`src/rtl/mmu_walker_if.sv`:
```
// Page-table memory read port used by mmu_walker (master drives the request side).
interface mmu_walker_if #(
  parameter int RV = 16,
  parameter int PA = RV
);
  logic          mem_req;
  logic [PA-1:0] mem_addr;
  logic          mem_ack;
  logic [RV-1:0] mem_rdata;

  modport master (
    output mem_req,
    output mem_addr,
    input  mem_ack,
    input  mem_rdata
  );

  modport slave (
    input  mem_req,
    input  mem_addr,
    output mem_ack,
    output mem_rdata
  );
endinterface

```
`src/rtl/mmu_walker.sv`:
```
// Hardware TLB refill walker: fetches one PTE on an MMU miss and writes it back.
// Optional FETCH timeout is enabled by defining MMU_WALK_TIMEOUT_EN.
module mmu_walker #(
  parameter int RV        = 16,
  parameter int PA        = RV,
  parameter int VA        = RV,
  parameter int NMMU      = 8,
  parameter int UNTOUCHED = VA - $clog2(NMMU)
) (
  input  logic          clk,
  input  logic          reset,
  input  logic          miss_req,
  input  logic [RV-1:0] fault_reg,
  input  logic [PA-1:0] ptbr_u,
  input  logic [PA-1:0] ptbr_s,
  mmu_walker_if.master  mem,
  output logic          reg_write,
  output logic [RV-1:0] reg_data,
  output logic          busy,
  output logic          done,
  output logic          walk_fault
);

  localparam int PGW = VA - UNTOUCHED;

  typedef enum logic [2:0] {
    IDLE,
    FETCH,
    WRITE,
    DONE,
    FAULT
  } state_e;

  state_e        state_q, state_d;
  logic [PA-1:0] addr_q, addr_d;
  logic [RV-1:0] pte_q, pte_d;
  logic          walk_fault_q, walk_fault_d;
  logic [PA-1:0] pte_base;
  logic [PA-1:0] pte_off;
  logic          unused_bits;

`ifdef MMU_WALK_TIMEOUT_EN
  logic [3:0]    cnt_q, cnt_d;
`endif

  // PTE address is computed once at capture so mem_addr stays stable even if ptbr_* moves.
  always_comb begin
    pte_off            = '0;
    pte_off[PGW+1:0]   = {fault_reg[3], fault_reg[VA-1:UNTOUCHED], 1'b0};
    pte_base           = fault_reg[2] ? ptbr_s : ptbr_u;
  end

  always_comb begin
    unused_bits = ^{fault_reg[0], fault_reg[UNTOUCHED-1:4], pte_q[0]};
  end

  always_ff @(posedge clk or negedge reset) begin
    if (!reset) begin
      state_q      <= IDLE;
      addr_q       <= '0;
      pte_q        <= '0;
      walk_fault_q <= 1'b0;
`ifdef MMU_WALK_TIMEOUT_EN
      cnt_q        <= '0;
`endif
    end else begin
      state_q      <= state_d;
      addr_q       <= addr_d;
      pte_q        <= pte_d;
      walk_fault_q <= walk_fault_d;
`ifdef MMU_WALK_TIMEOUT_EN
      cnt_q        <= cnt_d;
`endif
    end
  end

  always_comb begin
    state_d = state_q;
    addr_d  = addr_q;
    pte_d   = pte_q;
`ifdef MMU_WALK_TIMEOUT_EN
    cnt_d   = cnt_q;
`endif
    unique case (state_q)
      IDLE: begin
        if (miss_req) begin
          addr_d  = pte_base + pte_off;
          state_d = fault_reg[1] ? FETCH : FAULT;
`ifdef MMU_WALK_TIMEOUT_EN
          cnt_d   = '0;
`endif
        end
      end
      FETCH: begin
        if (mem.mem_ack) begin
          pte_d   = mem.mem_rdata;
          state_d = mem.mem_rdata[1] ? WRITE : FAULT;
        end
`ifdef MMU_WALK_TIMEOUT_EN
        else if (cnt_q == 4'hF) begin
          state_d = FAULT;
        end else begin
          cnt_d = cnt_q + 4'd1;
        end
`endif
      end
      WRITE:   state_d = DONE;
      DONE:    state_d = IDLE;
      FAULT:   state_d = IDLE;
      default: state_d = IDLE;
    endcase
  end

  // walk_fault is registered off FAULT, so it fires two cycles after the triggering event.
  always_comb begin
    walk_fault_d = (state_q == FAULT);
  end

  always_comb begin
    mem.mem_req  = (state_q == FETCH);
    mem.mem_addr = mem.mem_req ? addr_q : '0;
    reg_write    = (state_q == WRITE);
    reg_data     = reg_write ? {pte_q[RV-1:3], pte_q[2], 2'b11} : '0;
    busy         = (state_q != IDLE);
    done         = (state_q == DONE);
    walk_fault   = walk_fault_q;
  end

endmodule
```
`src/flat_wrapper.sv`:
```
// flat-port wrapper written by rule: the top's interface ports become plain ports
module mmu_walker_flat 
#(
  parameter int RV        = 16,
  parameter int PA        = RV,
  parameter int VA        = RV,
  parameter int NMMU      = 8,
  parameter int UNTOUCHED = VA - $clog2(NMMU)
)
  (clk, reset, miss_req, fault_reg, ptbr_u, ptbr_s, reg_write, reg_data, busy, done, walk_fault, mem_mem_req, mem_mem_addr, mem_mem_ack, mem_mem_rdata);
  mmu_walker_if #(.RV(RV), .PA(PA)) mem_i ();
  input  logic clk;
  input  logic reset;
  input  logic miss_req;
  input  logic [RV-1:0] fault_reg;
  input  logic [PA-1:0] ptbr_u;
  input  logic [PA-1:0] ptbr_s;
  output logic reg_write;
  output logic [RV-1:0] reg_data;
  output logic busy;
  output logic done;
  output logic walk_fault;
  output wire logic [$bits(mem_i.mem_req)-1:0] mem_mem_req;
  output wire logic [$bits(mem_i.mem_addr)-1:0] mem_mem_addr;
  input wire logic [$bits(mem_i.mem_ack)-1:0] mem_mem_ack;
  input wire logic [$bits(mem_i.mem_rdata)-1:0] mem_mem_rdata;
  assign mem_mem_req = mem_i.mem_req;
  assign mem_mem_addr = mem_i.mem_addr;
  assign mem_i.mem_ack = mem_mem_ack;
  assign mem_i.mem_rdata = mem_mem_rdata;
  mmu_walker #(.RV(RV), .PA(PA), .VA(VA), .NMMU(NMMU), .UNTOUCHED(UNTOUCHED)) u_core (.clk(clk), .reset(reset), .miss_req(miss_req), .fault_reg(fault_reg), .ptbr_u(ptbr_u), .ptbr_s(ptbr_s), .mem(mem_i), .reg_write(reg_write), .reg_data(reg_data), .busy(busy), .done(done), .walk_fault(walk_fault));
endmodule
```
`config.mk`:
```
export PLATFORM = sky130hd
export DESIGN_NAME = mmu_walker_flat
export DESIGN_NICKNAME = d
export VERILOG_FILES = /design/src/rtl/mmu_walker_if.sv /design/src/rtl/mmu_walker.sv /design/src/flat_wrapper.sv
export SDC_FILE = /design/constraint.sdc
export NUM_CORES = 1
export LEC_CHECK = 0
export CAP_MARGIN = 20
export CORE_UTILIZATION = 40
export CTS_BUF_LIST = sky130_fd_sc_hd__clkbuf_8
export DETAILED_ROUTE_END_ITERATION = 16
export PLACE_DENSITY = 0.75
export REMOVE_ABC_BUFFERS = 1
export SLEW_MARGIN = 10
export SYNTH_ARGS = -nofsm -noshare
export SYNTH_HDL_FRONTEND = slang
export SYNTH_SLANG_ARGS = --single-unit
```
`constraint.sdc`:
```
create_clock -name clk -period 2.04 [get_ports clk]
set_input_delay 0.204 -clock clk [delete_from_list [all_inputs] [get_ports clk]]
set_output_delay 0.204 -clock clk [all_outputs]
set_load 0.01 [all_outputs]
```
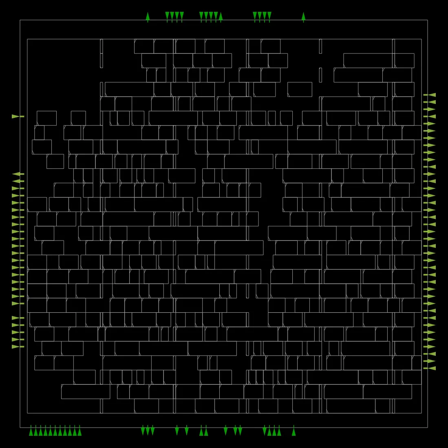
*Cell placement, run 1*
Post-Layout Cell Count: 401
Core Rows: 26
sequential share of cell area: 24.0%
Flops: 34
Filler cells: 433

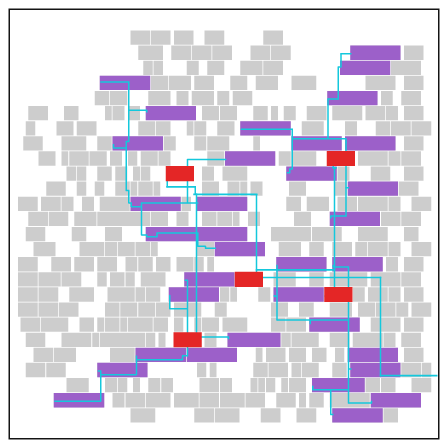
*Clock distribution, run 1*
Key: clock drivers = red [count 5]; clock wires = cyan [length 439 um]; flip-flops = purple [count 34]
There are 6 routed clock nets.

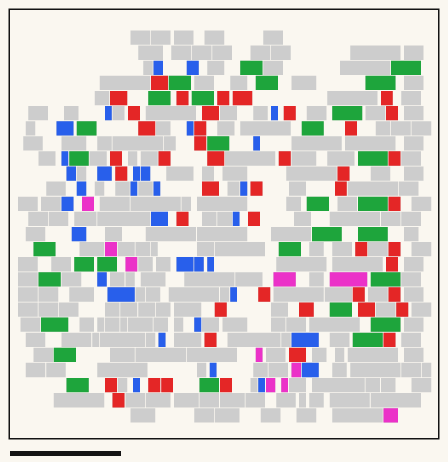
*Gate families picked out, run 1*
Bar = 20 um.
Key: nor cells = magenta [cells 10]; nand cells = blue [cells 33, most used nand2_1]; and/or cells = red [cells 45, most used and2_1, where widely spread]; mux cells = green [cells 30, most used mux2_2, where widely spread]

==> results_dict.tcl, run 1 <==
# flow metrics
set metrics [dict create \
    worst_path_dominant_cell_family "buffers and inverters" \
    layout_top_cells "75 x clkdlybuf4s50_1, 32 x dfrtp_1, 31 x and2_1, 23 x buf_4, 17 x nand2_1" \
    lay_top_count "clkdlybuf4s50_1" \
    combPwrFrac_pct 51.8 \
    final_area_sq_um 3560 \
    synth_stat.cells 220 \
    cts_tree "built" \
    clock_latency_ps 290 \
    clock_area_share_pct 2.32 \
    clkTransAtPathRegs_ps 60 \
    clock_path_buffers 2 \
    finalCritPeriodShare_pct 99.3 \
    comb_share_pct 38.0 \
    numSynthFlops 34 \
    cp_slowest_cell "clkdlybuf4s50_1" \
    fin_tns_setup_ps 0 \
    grt_pass1_vias 1976 \
    whs_ps -12.1 \
    ios 105 \
    grt_overflow 0 \
    reg_top3 "u_core.addr_q: 16 flops, u_core.pte_q: 14 flops, u_core.state_q: 3 flops" \
    p_leak_nw 1.73 \
    drive_gt1_share_pct 23.3 \
    failed_checks "negative hold slack" \
    hold_viol 18 \
    finalClockSkew_ps 5.07 \
    layout.area.comb_sq_um 1350 \
    seqCellArea_sq_um 853 \
    p_sw_mw 1.13 \
    edf_count 0 \
    p_clk_uw 485 \
    numCtsBuffers 5 \
    outcome "complete, but fails checks" \
    coreArea_sq_um 5270 \
    diodes 0 \
    fmax_mhz 494 \
    antenna_found_initial 0 \
    place_ws_ps -637 \
]
==> run 1: worst paths after layout <==
kind | startpoint | endpoint | slack, ps | cells past startpoint
max | u_core.state_q[0]$_DFFE_PN0P_ | reg_data[12] | 10 | 4
min | reset | u_core.walk_fault$_DFF_PN0_ | -10 | 1
max reg2reg | u_core.state_q[0]$_DFFE_PN0P_ | u_core.pte_q[15]$_DFFE_PN0P_ | 370 | 6
min reg2reg | u_core.addr_q[15]$_DFFE_PN0P_ | u_core.addr_q[15]$_DFFE_PN0P_ | 470 | 2
max in group asynchronous | reset | u_core.state_q[0]$_DFFE_PN0P_ | 1510 | 1
min in group clk | fault_reg[2] | u_core.addr_q[0]$_DFFE_PN0P_ | 460 | 4
==> run 1: metal layers <==
metal	global-route usage, %	share of wire (%)
met1	23.8	43
met2	35.4	49
met3	5.00	6.5
met4	6.23	1.2
met5	0	0
==> run 1: synth_stat cells, drive strengths merged, types with 5 or more instances <==
cell type  number  area share, %
o31ai           7            2.3
nand3           6            1.3
nor2            5            1.2
mux2           24             14
buf            10            3.7
nand2          17            2.8
dfrtp          34             38
o21ai           9            2.0
mux2i           6            2.7
and2           32            9.0
a21oi           6            1.3
inv             6            1.0
==> run 1: what timing repair did <==
action,in CTS,in global routing
gates cloned,1,0
pin swaps,1,2
setup endpoints to repair,43,34
buffers inserted,10,0
gates resized,15,24
hold endpoints to repair,0,0
==> run 1: cell families after synthesis <==
| family | after synthesis | share of synthesized area (%) |
|---|---|---|
| AND/OR/NAND/NOR | 88 | 24.0 |
| AND-OR/OR-AND | 39 | 11.9 |
| flip-flops | 34 | 37.8 |
| multiplexers | 30 | 16.3 |
| buffers and inverters | 20 | 5.39 |
| adder cells (fa/ha/maj) | 5 | 3.11 |
| XOR/XNOR | 4 | 1.55 |
### Layout detail, run 1

Bar = 10 um. Region (26, 11) to (51, 36) um. Cells in gray, sequential cells in the stronger gray; small squares are vias.
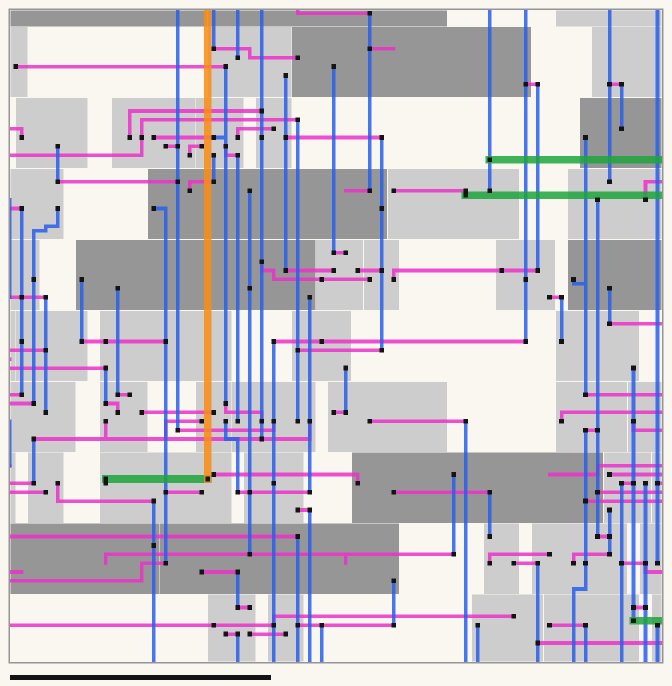

--- run 2 (diff from run 1) ---
--- a/config.mk
+++ b/config.mk
@@ -6,10 +6,10 @@
 export NUM_CORES = 1
 export LEC_CHECK = 0
 export CAP_MARGIN = 20
-export CORE_UTILIZATION = 40
+export CORE_UTILIZATION = 43
 export CTS_BUF_LIST = sky130_fd_sc_hd__clkbuf_8
 export DETAILED_ROUTE_END_ITERATION = 16
-export PLACE_DENSITY = 0.75
+export PLACE_DENSITY = 0.8
 export REMOVE_ABC_BUFFERS = 1
 export SLEW_MARGIN = 10
 export SYNTH_ARGS = -nofsm -noshare
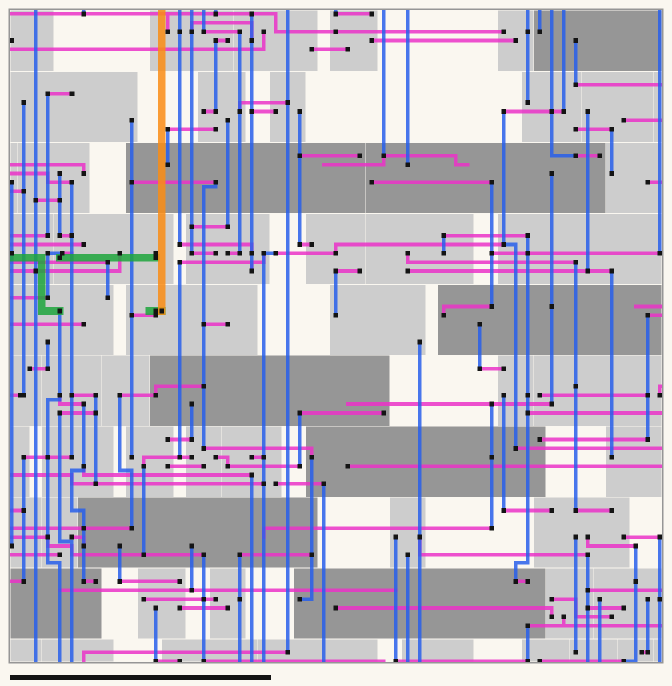
*Layout detail, run 2*
Bar = 10 um. Region (25, 10) to (50, 35) um. Cells in gray, sequential cells in the stronger gray; small squares are vias.
Key: metal 2 = blue; metal 4 = orange; metal 1 = magenta; metal 3 = green
Sequential cells in the window: 8. 43 logic cells have their middle in the window. Most frequent: nand2_1 (6), dfrtp_1 (6), and2_1 (4). Netlist names of flops here include `u_core.addr_q` (4), `u_core.state_q` (3).

==> run 2 against run 1 <==
- the run still ends with negative hold slack left
- largest power group unchanged
- sequential share of layout area down 0.21 points
- first-iteration DRC count shrank 26%
- cell area grew 0.88%
- clock power grew 23%
- critical endpoint is now reg_data[6]
- setup slack worse by 6.5 ps
- combinational power decreased by 2%
- clock skew up 2.9 ps
- die size fell by 6.8%
- area after synthesis unchanged
==> results_dict.tcl, run 2 <==
# flow metrics
set metrics [dict create \
    fillers 373 \
    edf_count 0 \
    finalCritPeriodShare_pct 99.6 \
    drtPass1Iterations 4 \
    drive_gt1_share_pct 22.9 \
    ys.flop_type "dfrtp_1" \
    rows 25 \
    r2r-start "u_core.state_q[1]$_DFFE_PN0P_" \
    reg2reg_slack_ps 440 \
    synthCells 220 \
    setup_ws_ps 7.33 \
    numCtsBuffers 5 \
    p_leak_nw 1.80 \
    internal_power_mw 2.38 \
    hold_viol 2 \
    p_sw_mw 1.16 \
    yosysTopAreaCell "dfrtp_1" \
    fmax_mhz 492 \
    top_cell_area_share_pct 37.8 \
    grt_use_met1_pct 25.7 \
    grt_max_degree 35 \
    r2r_end "u_core.pte_q[14]$_DFFE_PN0P_" \
    layout_top_cells "74 x clkdlybuf4s50_1, 32 x dfrtp_1, 31 x and2_1, 18 x buf_4" \
    outcome "complete, but fails checks" \
    layout.area.comb_sq_um 1380 \
    met2_length_mm 3.14 \
    finalCriticalPeriod_ps 2030 \
    grt_pass1_vias 2026 \
    synth_stat.cells 220 \
    ys_top_cells_by_area "dfrtp_1 38%, and2_1 8.6%, mux2_2 7.0%" \
    cp_slowest_cell "clkdlybuf4s50_1" \
    top_cell "dfrtp_1" \
    synthTopCellsByCount "34 x dfrtp_1, 31 x and2_1, 17 x nand2_1" \
    finalClockSkew_ps 7.97 \
    avgSynthCellArea_sq_um 10.2 \
    startpoint "u_core.state_q[1]$_DFFE_PN0P_" \
    clock_path_buffers 2 \
    place_ws_ps -799 \
    fin_tns_setup_ps 0 \
    use_met3_pct 4.61 \
    coreArea_sq_um 4880 \
    lay_top_count "clkdlybuf4s50_1" \
    areaGrowthSynthToFinish_pct 59.4 \
    numSynthFlops 34 \
    antenna_found_initial 0 \
    clkTransAtPathRegs_ps 70 \
    crit_path_end "reg_data[6]" \
    top_usage_layer "met2" \
    worst_path_dominant_cell_family "buffers and inverters" \
    ios 105 \
    clock_latency_ps 280 \
    whs_ps -0.306 \
    grt_use_met2_pct 40.8 \
    grt_overflow 0 \
    dp_hpwl_mm 4.16 \
    reg_top3 "u_core.addr_q: 16 flops, u_core.pte_q: 14 flops, u_core.state_q: 3 flops" \
    reg2reg_depth 5 \
    wl_met3_um 356 \
    path_depth 5 \
    m1WireLength_mm 2.44 \
    clkPwrFrac_pct 16.9 \
    top_layer "met4" \
    failed_checks "negative hold slack" \
    combPwrFrac_pct 49.7 \
    diodes 0 \
    cts_tree "built" \
    final_antenna_net_count 0 \
    seqCellArea_sq_um 853 \
]
==> run 2: logic make-up after synthesis <==
logic type / Yosys count / share of synthesized area [%]
flip-flops: 34 / 37.8
adder cells (fa/ha/maj): 5 / 3.11
multiplexers: 30 / 16.3
AND-OR/OR-AND: 39 / 11.9
XOR/XNOR: 4 / 1.55
buffers and inverters: 20 / 5.39
AND/OR/NAND/NOR: 88 / 24.0
==> run 2: power groups by stage <==
stage | clock (mW) | combinational (mW) | sequential, mW
2_1_floorplan | 0 | 0.885 | 1.15
3_3_place_gp | 0 | 1.60 | 1.16
3_5_place_dp | 0 | 1.63 | 1.18
4_1_cts | 0.607 | 1.75 | 1.18
5_1_grt | 0.643 | 1.91 | 1.22
6_report | 0.596 | 1.75 | 1.18
==> run 2: through the flow <==
| stage | hold WS [ps] | power [mW] | cell area (sq um) | cells |
|---|---|---|---|---|
| floorplan | -91.6 | 2.03 | 2150 | 206 |
| global placement | 310 | 2.76 | 3280 | 382 |
| detailed placement | 314 | 2.81 | 3280 | 382 |
| CTS | 17.4 | 3.54 | 3510 | 393 |
| global route | 59.6 | 3.77 | 3590 | 395 |
| finish | -0.306 | 3.53 | 3590 | 395 |
==> run 2: what timing repair did <==
| item | in CTS | in global routing |
|---|---|---|
| buffers inserted | 2 | 1 |
| gates resized | 22 | 28 |
| cloned | 1 | 1 |
| pin swaps | 2 | 7 |
| hold buffers | 0 | 0 |
| setup endpoints to repair | 42 | 36 |
==> run 2: layout make-up <==
cell class / count / area share, %
clock buffer: 5 / 1.92
clock inverter: 3 / 1.11
inverter: 6 / 0.627
multi-input combinational: 166 / 38.5
sequential: 34 / 23.8
tap: 67 / 2.33
timing repair buffer: 114 / 31.7
Power is estimated from default activity; no workload was simulated.
